File: src/rtl/usb4_tx_blk132_gearbox.sv
// 128b/132b Tx gearbox: packs 4-bit sync header + 4x32-bit payload blocks into a
// continuous 32-bit stream, presented as 40-bit PIPE words (8-of-10 lane layout).
module usb4_tx_blk132_gearbox #(
   parameter int HDR_W         = 4,
   parameter int WORDS_PER_BLK = 4,
   parameter int BUF_W         = 72
) (
   input  logic               i_pclk,
   input  logic               i_rst_n,
   input  logic               i_in_valid,
   output logic               o_in_ready,
   input  logic [31:0]        i_in_data,
   input  logic               i_in_sob,
   input  logic [HDR_W-1:0]   i_in_hdr,
   input  logic               i_tx_idle_req,
   output logic [39:0]        o_pipe_tx_data,
   output logic               o_pipe_tx_data_valid,
   output logic [3:0]         o_pipe_tx_elec_idle,
   output logic               o_blk_err,
   output logic [6:0]         o_buf_level
);

   localparam int INS_W = 32 + HDR_W;
   localparam int WC_W  = (WORDS_PER_BLK > 1) ? $clog2(WORDS_PER_BLK) : 1;
   localparam logic [WC_W-1:0] WC_LAST = WC_W'(WORDS_PER_BLK - 1);

   logic [BUF_W-1:0] r_buf;
   logic [6:0]       r_cnt;
   logic [WC_W-1:0]  r_wcnt;
   logic [39:0]      r_pipe_data;
   logic             r_pipe_valid;
   logic [3:0]       r_elec_idle;
   logic             r_blk_err;

   logic             w_pop;
   logic [7:0]       w_base;
   logic             w_in_ready;
   logic             w_acc;
   logic             w_ins_hdr;
   logic [INS_W-1:0] w_ins_data;
   logic [6:0]       w_ins_len;
   logic [BUF_W-1:0] w_shifted;
   logic [BUF_W-1:0] w_ins_ext;
   logic [39:0]      w_map;
   logic [WC_W-1:0]  w_wcnt_next;

   // Pop is decided on the registered fill; the shift lands before the insert.
   assign w_pop      = (r_cnt >= 7'd32);
   assign w_base     = {1'b0, r_cnt} - (w_pop ? 8'd32 : 8'd0);
   assign w_in_ready = !i_tx_idle_req && ((w_base + 8'(INS_W)) <= 8'(BUF_W));
   assign w_acc      = i_in_valid && w_in_ready;

   // A set in_sob always forces a block start, even when it arrives mid-block.
   assign w_ins_hdr  = i_in_sob || (r_wcnt == '0);
   assign w_ins_data = w_ins_hdr ? {i_in_data, i_in_hdr} : {{HDR_W{1'b0}}, i_in_data};
   assign w_ins_len  = w_ins_hdr ? 7'(INS_W) : 7'd32;
   assign w_shifted  = w_pop ? (r_buf >> 32) : r_buf;
   assign w_ins_ext  = {{(BUF_W-INS_W){1'b0}}, w_ins_data} << w_base;

   assign w_wcnt_next = w_ins_hdr ? WC_W'(1) :
                        ((r_wcnt == WC_LAST) ? '0 : r_wcnt + WC_W'(1));

   for (genvar gi = 0; gi < 4; gi++) begin : g_lane
      assign w_map[gi*10 +: 10] = {2'b00, r_buf[gi*8 +: 8]};
   end

   always_ff @(posedge i_pclk or negedge i_rst_n) begin
      if (!i_rst_n) begin
         r_buf        <= '0;
         r_cnt        <= '0;
         r_wcnt       <= '0;
         r_pipe_data  <= '0;
         r_pipe_valid <= 1'b0;
         r_elec_idle  <= 4'hF;
         r_blk_err    <= 1'b0;
      end else if (i_tx_idle_req) begin
         r_buf        <= '0;
         r_cnt        <= '0;
         r_wcnt       <= '0;
         r_pipe_valid <= 1'b0;
         r_elec_idle  <= 4'hF;
      end else begin
         r_buf <= w_acc ? (w_shifted | w_ins_ext) : w_shifted;
         r_cnt <= w_base[6:0] + (w_acc ? w_ins_len : 7'd0);
         if (w_acc) begin
            r_wcnt <= w_wcnt_next;
            if (i_in_sob != (r_wcnt == '0))
               r_blk_err <= 1'b1;
         end
         if (w_pop) begin
            r_pipe_data  <= w_map;
            r_pipe_valid <= 1'b1;
            r_elec_idle  <= 4'h0;
         end else begin
            r_pipe_valid <= 1'b0;
         end
      end
   end

   assign o_in_ready           = w_in_ready;
   assign o_pipe_tx_data       = r_pipe_data;
   assign o_pipe_tx_data_valid = r_pipe_valid;
   assign o_pipe_tx_elec_idle  = r_elec_idle;
   assign o_blk_err            = r_blk_err;
   assign o_buf_level          = r_cnt;

endmodule

File: config.mk
export PLATFORM = sky130hd
export DESIGN_NAME = usb4_tx_blk132_gearbox
export DESIGN_NICKNAME = d
export VERILOG_FILES = /design/src/rtl/usb4_tx_blk132_gearbox.sv
export SDC_FILE = /design/constraint.sdc
export NUM_CORES = 1
export LEC_CHECK = 0
export CAP_MARGIN = 25
export CORE_ASPECT_RATIO = 0.7
export CORE_MARGIN = 2
export CORE_UTILIZATION = 30
export DETAILED_ROUTE_END_ITERATION = 8
export PLACE_DENSITY_LB_ADDON = 0.3
export SLEW_MARGIN = 20
export SYNTH_ARGS = -nofsm -noshare
export SYNTH_HDL_FRONTEND = slang
export SYNTH_SLANG_ARGS = --single-unit
File: constraint.sdc
create_clock -name i_pclk -period 3.3 [get_ports i_pclk]
set_input_delay 0.99 -clock i_pclk [delete_from_list [all_inputs] [get_ports i_pclk]]
set_output_delay 0.99 -clock i_pclk [all_outputs]
set_load 0.03 [all_outputs]
==> run_1/clock_nets.png <==
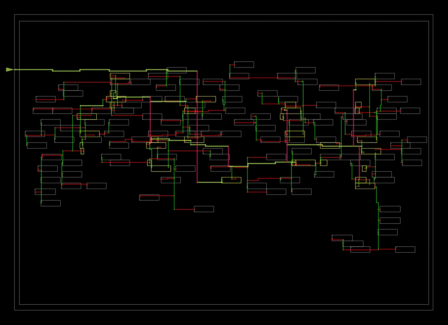
clock buffers: 23
Sink Count: 114
TritonCTS buffer count: 17
Latency at later pin: 0.42 ns
clk_skew: 0.00856 ns

==> run_1/sizing.png <==
The bar under the picture is 50 um long.
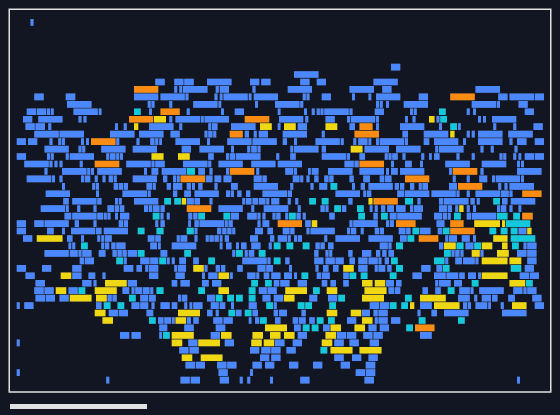
legend:
  blue:
    size: x1 and smaller
    cells: 836
    share: 81%
  orange:
    size: x6 and larger
    cells: 26
    share: 2.5%
  cyan:
    size: x3 and x4
    cells: 98
    share: 9.5%
  yellow:
    size: x2
    cells: 74
    share: 7.2%
non-clock buffer count: 177
Layout Cell Area excl Fill: 10000 um^2
setup ws final: 0.0982 ns
Area Growth Syn to Fin: 28.2%

==> run_1/clock_wires.png <==
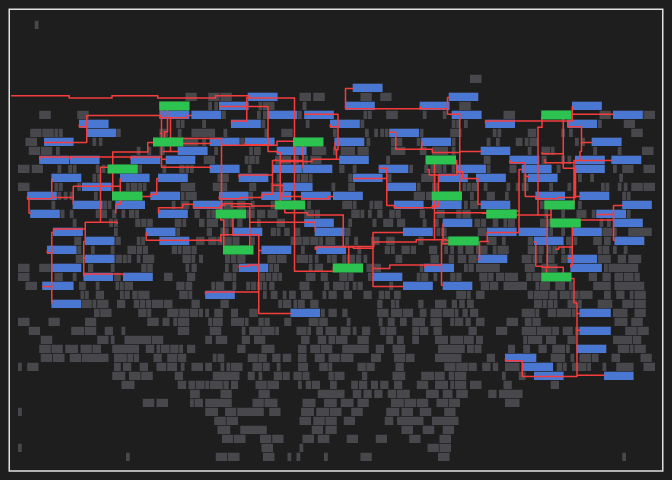
legend:
  red:
    item: clock wires
    length: 1860 um
  green:
    item: clock-net drivers
    count: 17
  blue:
    item: flip-flops
    count: 114
routed clock nets: 18
clock group share of total power: 20.0%
clock-net power: 1.69 mW

==> Slide: Implementation Results, run 1 <==
Physical Implementation Snapshot

Outcome
  • Status: finished clean

Clock tree
  • Clock H-tree levels: 4
  • Post-CTS Setup Bufs: 3
  • Number of buffers inserted by hold repair at cts: 0
  • Root Buffer: clkbuf_16
  • Reg clk slew, reported paths: about 0.05 ns

Global route
  • Grt ovf: 0
  • Vias in the first global route: approximately 7100
  • Met2 usage: about 28%
  • GR peak layer: met2
  • GRT Util Overall: just under 20%
  • Initial antenna violation count: 0
  • Largest net degree at the start of global routing: 79
  • Met3 usage: roughly 5.4%
  • First-pass GRT wire length: 41300 um
  • Met1 Use GR: between 20% and 30%

Timing
  • Fin. max-slew vios: 0
  • Final Critical Period: 3.20 ns
  • Setup TNS: 0 ns
  • Fmax: about 310 MHz
  • Slew @ Worst Pin: between 0.9 and 1 ns
  • Slew headroom: around two fifths
  • Final Hold Fails: 0
  • # setup viols final: 0

Finish
  • Antenna cell count: 0
  • ClkCell Share: roughly 5.3%
  • Area-dominant cell class after layout: combinational gates
  • FF/Latch Area: 2860 um^2
  • Multi-In Gates: between 600 and 700
  • Fin nets: between 1000 and 1500
  • Biggest register: r_buf
  • Final non-clock buffer share: 15.9%
  • Flop share of the area: between 20% and 30%
  • Share of cells above drive strength 1: a little under a fifth
  • Flip-flops: between 100 and 150
  • Core Util, Final: between 30 and 40%
  • Layout Cells excl Fill: 1365

Synthesis
  • MUX area fraction: roughly 18%
  • Ys flops: 114
  • Simple Share, Synth: a little under a fifth
  • Ys cells: 904
  • Cell taking the most area after synthesis: dfrtp_1
  • XORs/XNORs by Area: less than 1%
  • Top-count cell post-synth: nand2_1
  • Top cells by count, synth: nand2_1 (222), dfrtp_1 (113), mux2i_1 (75), nor2_1 (57)
  • Synth top area share: a little over a third
  • Synth Area in Adders: between 1.5 and 2%
  • Top cells by area: dfrtp_1 (36%), nand2_1 (11%), mux2i_1 (9.6%)
  • Post-Syn Area per Cell: 8.66 um^2
  • Commonest flop: dfrtp_1
  • Complex Gates by Area: 18.1%
  • Post-Synthesis Cells: 904
  • Async S/R FF share, synth: 100%

Die
  • Die Ht: roughly 140 um
  • IO Count: roughly 95
  • DIE WIDTH: between 150 and 200 um
  • Core ar.: roughly 26000 um^2

Power and ir drop
  • Cell Pwr Density: between 800 and 900 nW/um^2
  • Comb power: 4.82 mW
  • Seq. pwr: a little under 2 mW
  • Internal power: between 4 and 5 mW
  • Lkg Pwr: roughly 4.1 nW
  • Flop pwr share: a little under a quarter
  • Leading power group: combinational logic
  • Switching power: 3.75 mW

Critical path
  • Reg2Reg Depth: 11
  • CP Capture Type: output port
  • CP bufs+invs: 2
  • R2R Setup Slk: 0.45 ns
  • CP delay by family, top: simple AND/OR/NAND/NOR gates
  • Worst Path Max Fanout: 3
  • Worst R2R End: r_buf[46]$_DFF_PN0_
  • Crit start category: flip-flop
  • WS Path Type: flip-flop to output port
  • Crit path depth: 8
  • Reg-to-Reg Start: o_buf_level[2]$_DFF_PN0_

Drt
  • Met1 wire length: roughly 12000 um
  • Initial DRC Count: between 600 and 700
  • Routed wl met3: between 2000 and 2500 um
  • First drt pass iteration count: 5
  • Top Layer Used: met4
  • Antenna-violating nets left: 0
  • Met2 WL: 11000 um
  • DR vias: 7348
  • DR WL/cell: approximately 19 um

Worst hold path
  • Endpoint, Worst Hold: o_blk_err$_DFFE_PN0P_
  • Hold crit path type: flip-flop to flip-flop

Run
  • Tool warnings: 30
  • Max_cap viols: 0

Placement
  • GPL Wtd Cong: 0.896
  • Post-DP HPWL: between 15000 and 20000 um
  • Placed insts: around 1300
==> run_1/pinout.png <==
Pins as bars across the die edge, other pins in grey.
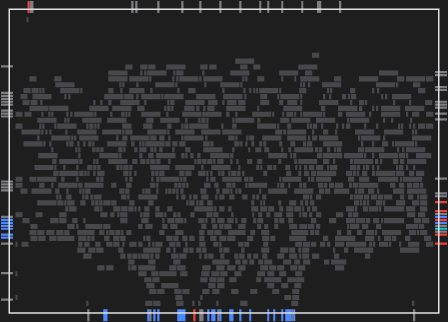

==> run 2: changes to the inputs <==
--- a/config.mk
+++ b/config.mk
@@ -7,7 +7,6 @@
 export LEC_CHECK = 0
 export CAP_MARGIN = 25
 export CORE_ASPECT_RATIO = 0.7
-export CORE_MARGIN = 2
 export CORE_UTILIZATION = 30
 export DETAILED_ROUTE_END_ITERATION = 8
 export PLACE_DENSITY_LB_ADDON = 0.3
==> run_2/pinout.png <==
Pins as bars across the die edge, other pins in grey.
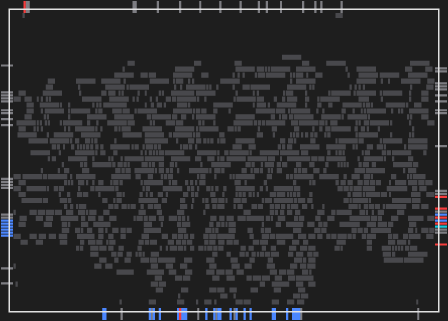
legend:
  red:
    port: o_buf_level
    pins: 7
    direction: output
    edge: 5 east, 1 south, 1 north
  blue:
    port: i_in_data
    pins: 32
    direction: input
    edge: 24 south, 6 west, 2 east
  cyan:
    port: i_in_sob
    pins: 1
    direction: input
    edge: east

==> Slide: Implementation Results, run 2 <==
Physical Implementation Snapshot

Outcome
  • Status: finished clean (unchanged)

Clock tree
  • Reg clk slew, reported paths: 0.06 ns (was 0.05 ns)
  • TritonCTS buffer count: 17 (unchanged)
  • TritonCTS clock tree: done (unchanged)
  • CTS max path bufs: 2 (unchanged)
  • Number of buffers inserted by hold repair at cts: 0 (unchanged)
  • Post-CTS Setup Bufs: 1 (was 3)
  • Clock H-tree levels: 4 (unchanged)
  • Root Buffer: clkbuf_16 (unchanged)
  • Post-CTS sizing: 5 (unchanged)
  • Sink Count: 114 (unchanged)
  • Latency at later pin: 0.42 ns (about the same)

Die
  • IO Count: 95 (unchanged)
  • # rows: 49 (unchanged)
  • DIE WIDTH: 195 um (was 197 um)
  • Die Ht: 137 um (was 139 um)
  • Core ar.: 25600 um^2 (was 25700 um^2)
  • Floorplan Utilization: 30.5% (about the same)
  • Well tap count: 331 (unchanged)

Power and ir drop
  • Seq. pwr: 1.93 mW (about the same)
  • Flop pwr share: 21.9% (was 22.8%)
  • Switching power: 3.77 mW (was 3.75 mW)
  • Clock group share of total power: 22.7% (was 20.0%)
  • Leading power group: combinational logic (unchanged)
  • Internal power: 5.05 mW (was 4.69 mW)
  • Cell Pwr Density: 866 nW/um^2 (was 841 nW/um^2)
  • Lkg Pwr: 4.24 nW (was 4.15 nW)
  • Comb power: 4.89 mW (was 4.82 mW)
  • Comb power frac: 55.4% (was 57.1%)
  • Switching part of the total power: 42.8% (was 44.4%)
  • Clock-net power: 2.00 mW (was 1.69 mW)

Synthesis
  • Commonest flop: dfrtp_1 (unchanged)
  • Complex Gates by Area: 18.1% (unchanged)
  • Ys flops: 114 (unchanged)
  • Synth warnings: 0 (unchanged)
  • Cell taking the most area after synthesis: dfrtp_1 (unchanged)
  • Post-Synthesis Cells: 904 (unchanged)
  • XORs/XNORs by Area: 0.559% (unchanged)
  • Post-synth cell types: 66 (unchanged)
  • MUX area fraction: 17.5% (unchanged)
  • Async S/R FF share, synth: 100% (unchanged)
  • Top-count cell post-synth: nand2_1 (unchanged)
  • Largest logic family: simple AND/OR/NAND/NOR gates (unchanged)
  • Post-Syn Area per Cell: 8.66 um^2 (unchanged)
  • Synth Area in Adders: 1.76% (unchanged)
  • Synth top area share: 36.1% (unchanged)
  • Simple Share, Synth: 19.1% (unchanged)
  • Top cells by area: dfrtp_1 (36%), nand2_1 (11%), mux2i_1 (9.6%) (unchanged)
  • Top cells by count, synth: nand2_1 (222), dfrtp_1 (113), mux2i_1 (75), nor2_1 (57) (unchanged)
  • Ys cells: 904 (unchanged)

Placement
  • Placement Setup Slack: -0.227 ns (was -0.205 ns)
  • Port buffer count: 84 (unchanged)
  • Post-DP HPWL: 19200 um (was 18800 um)
  • Placed insts: 1336 (was 1327)
  • Area post-placement: 9440 um^2 (was 9400 um^2)
  • GPL Wtd Cong: 0.901 (was 0.896)

Critical path
  • CP Capture Type: output port (unchanged)
  • Reg2Reg Depth: 7 (was 11)
  • Worst R2R End: r_buf[37]$_DFF_PN0_ (was r_buf[46]$_DFF_PN0_)
  • Critical-path top delay cell: or3b_4 (was dfrtp_2)
  • R2R Setup Slk: 0.43 ns (was 0.45 ns)
  • WS Path Type: flip-flop to output port (unchanged)
  • Crit-path cells: inv_2, ha_1, nand2b_1, or3b_4, a21oi_4, o21bai_4, nor2_4, buf_6 (was clkinv_2, ha_1, nand2b_1, or3b_1, a21oi_2, o21bai_2, nor2_4, buf_6)
  • Worst stage delay on the critical path: 0.41 ns (was 0.38 ns)
  • CP bufs+invs: 2 (unchanged)
  • Reg-to-Reg Start: o_buf_level[2]$_DFF_PN0_ (unchanged)
  • CP delay by family, top: simple AND/OR/NAND/NOR gates (unchanged)
  • Crit start category: flip-flop (unchanged)
  • Worst Path Max Fanout: 5 (was 3)
  • Crit path depth: 8 (unchanged)

Drt
  • Initial DRC Count: 775 (was 638)
  • Met1 wire length: 12700 um (was 12300 um)
  • DR WL/cell: 19.0 um (about the same)
  • WL final: 26100 um (was 25900 um)
  • First drt pass iteration count: 7 (was 5)
  • Vias per inst: 5.40 (was 5.38)
  • Met2 WL: 11300 um (was 11000 um)
  • # DRC: 0 (unchanged)
  • DR vias: 7417 (was 7348)
  • Routed wl met3: 1780 um (was 2240 um)
  • Top Layer Used: met4 (unchanged)
  • Antenna-violating nets left: 0 (unchanged)

Finish
  • Comb area: 4590 um^2 (was 4580 um^2)
  • Largest register FFs: 72 (unchanged)
  • Area Growth Syn to Fin: 30.1% (was 28.2%)
  • Fin nets: 1082 (was 1073)
  • Share of cells above drive strength 1: 20.1% (was 19.1%)
  • ClkCell Share: 6.24% (was 5.34%)
  • Top Layout Cells: nand2_1 (222), dfrtp_1 (108), buf_4 (100) (was nand2_1 (222), dfrtp_1 (108), buf_4 (89))
  • Layout Cells excl Fill: 1373 (was 1365)
  • Multi-In Gates: 699 (unchanged)
  • Core Util, Final: 39.7% (was 39.1%)
  • FF/Latch Area: 2860 um^2 (unchanged)
  • Clock buffers: 21 (was 23)
  • Area-dominant cell class after layout: combinational gates (unchanged)
  • Antenna cell count: 0 (unchanged)
  • Flop share of the area: 28.1% (was 28.5%)
  • Final non-clock buffer share: 16.1% (was 15.9%)
  • Logic share of the area: 45.1% (was 45.7%)
  • Layout Cell Area excl Fill: 10200 um^2 (was 10000 um^2)
  • Non-clock buffer count: 186 (was 177)
  • Flip-flops: 114 (unchanged)
  • Biggest register: r_buf (unchanged)
  • Top cell excl fill/tap: nand2_1 (unchanged)

Global route
  • Grt ovf: 0 (unchanged)
  • GR peak layer: met2 (unchanged)
  • Met3 usage: 4.68% (was 5.37%)
  • First-pass GRT wire length: 41200 um (was 41300 um)
  • Vias in the first global route: 7168 (was 7124)
  • GRT Util Overall: 20.1% (was 19.4%)
  • Met1 Use GR: 29.3% (was 28.1%)
  • Met2 usage: 29.9% (was 28.2%)
  • Initial antenna violation count: 0 (unchanged)
  • Largest net degree at the start of global routing: 72 (was 79)

Timing
  • # setup viols final: 0 (unchanged)
  • Final Cycle Share: 96.6% (was 97.0%)
  • Slew @ Worst Pin: 0.866 ns (was 0.906 ns)
  • Slew headroom: 42.3% (was 39.6%)
  • Fmax: 314 MHz (was 312 MHz)
  • RSZ-0062 raised after global routing: no (unchanged)
  • Final Critical Period: 3.19 ns (was 3.20 ns)
  • Setup ws final: 0.113 ns (was 0.0982 ns)
  • Setup TNS: 0 ns (unchanged)
  • Fin. max-slew vios: 0 (unchanged)
  • Final Hold Fails: 0 (unchanged)
  • WHS: 0.374 ns (was 0.457 ns)
  • Clk_skew: 0.00568 ns (was 0.00856 ns)

Worst hold path
  • Hold crit path type: primary input to async pin (was flip-flop to flip-flop)

Run
  • Tool warnings: 30 (unchanged)
  • Max_cap viols: 0 (unchanged)
No activity file was given, so power comes from the tool's default toggle rates.
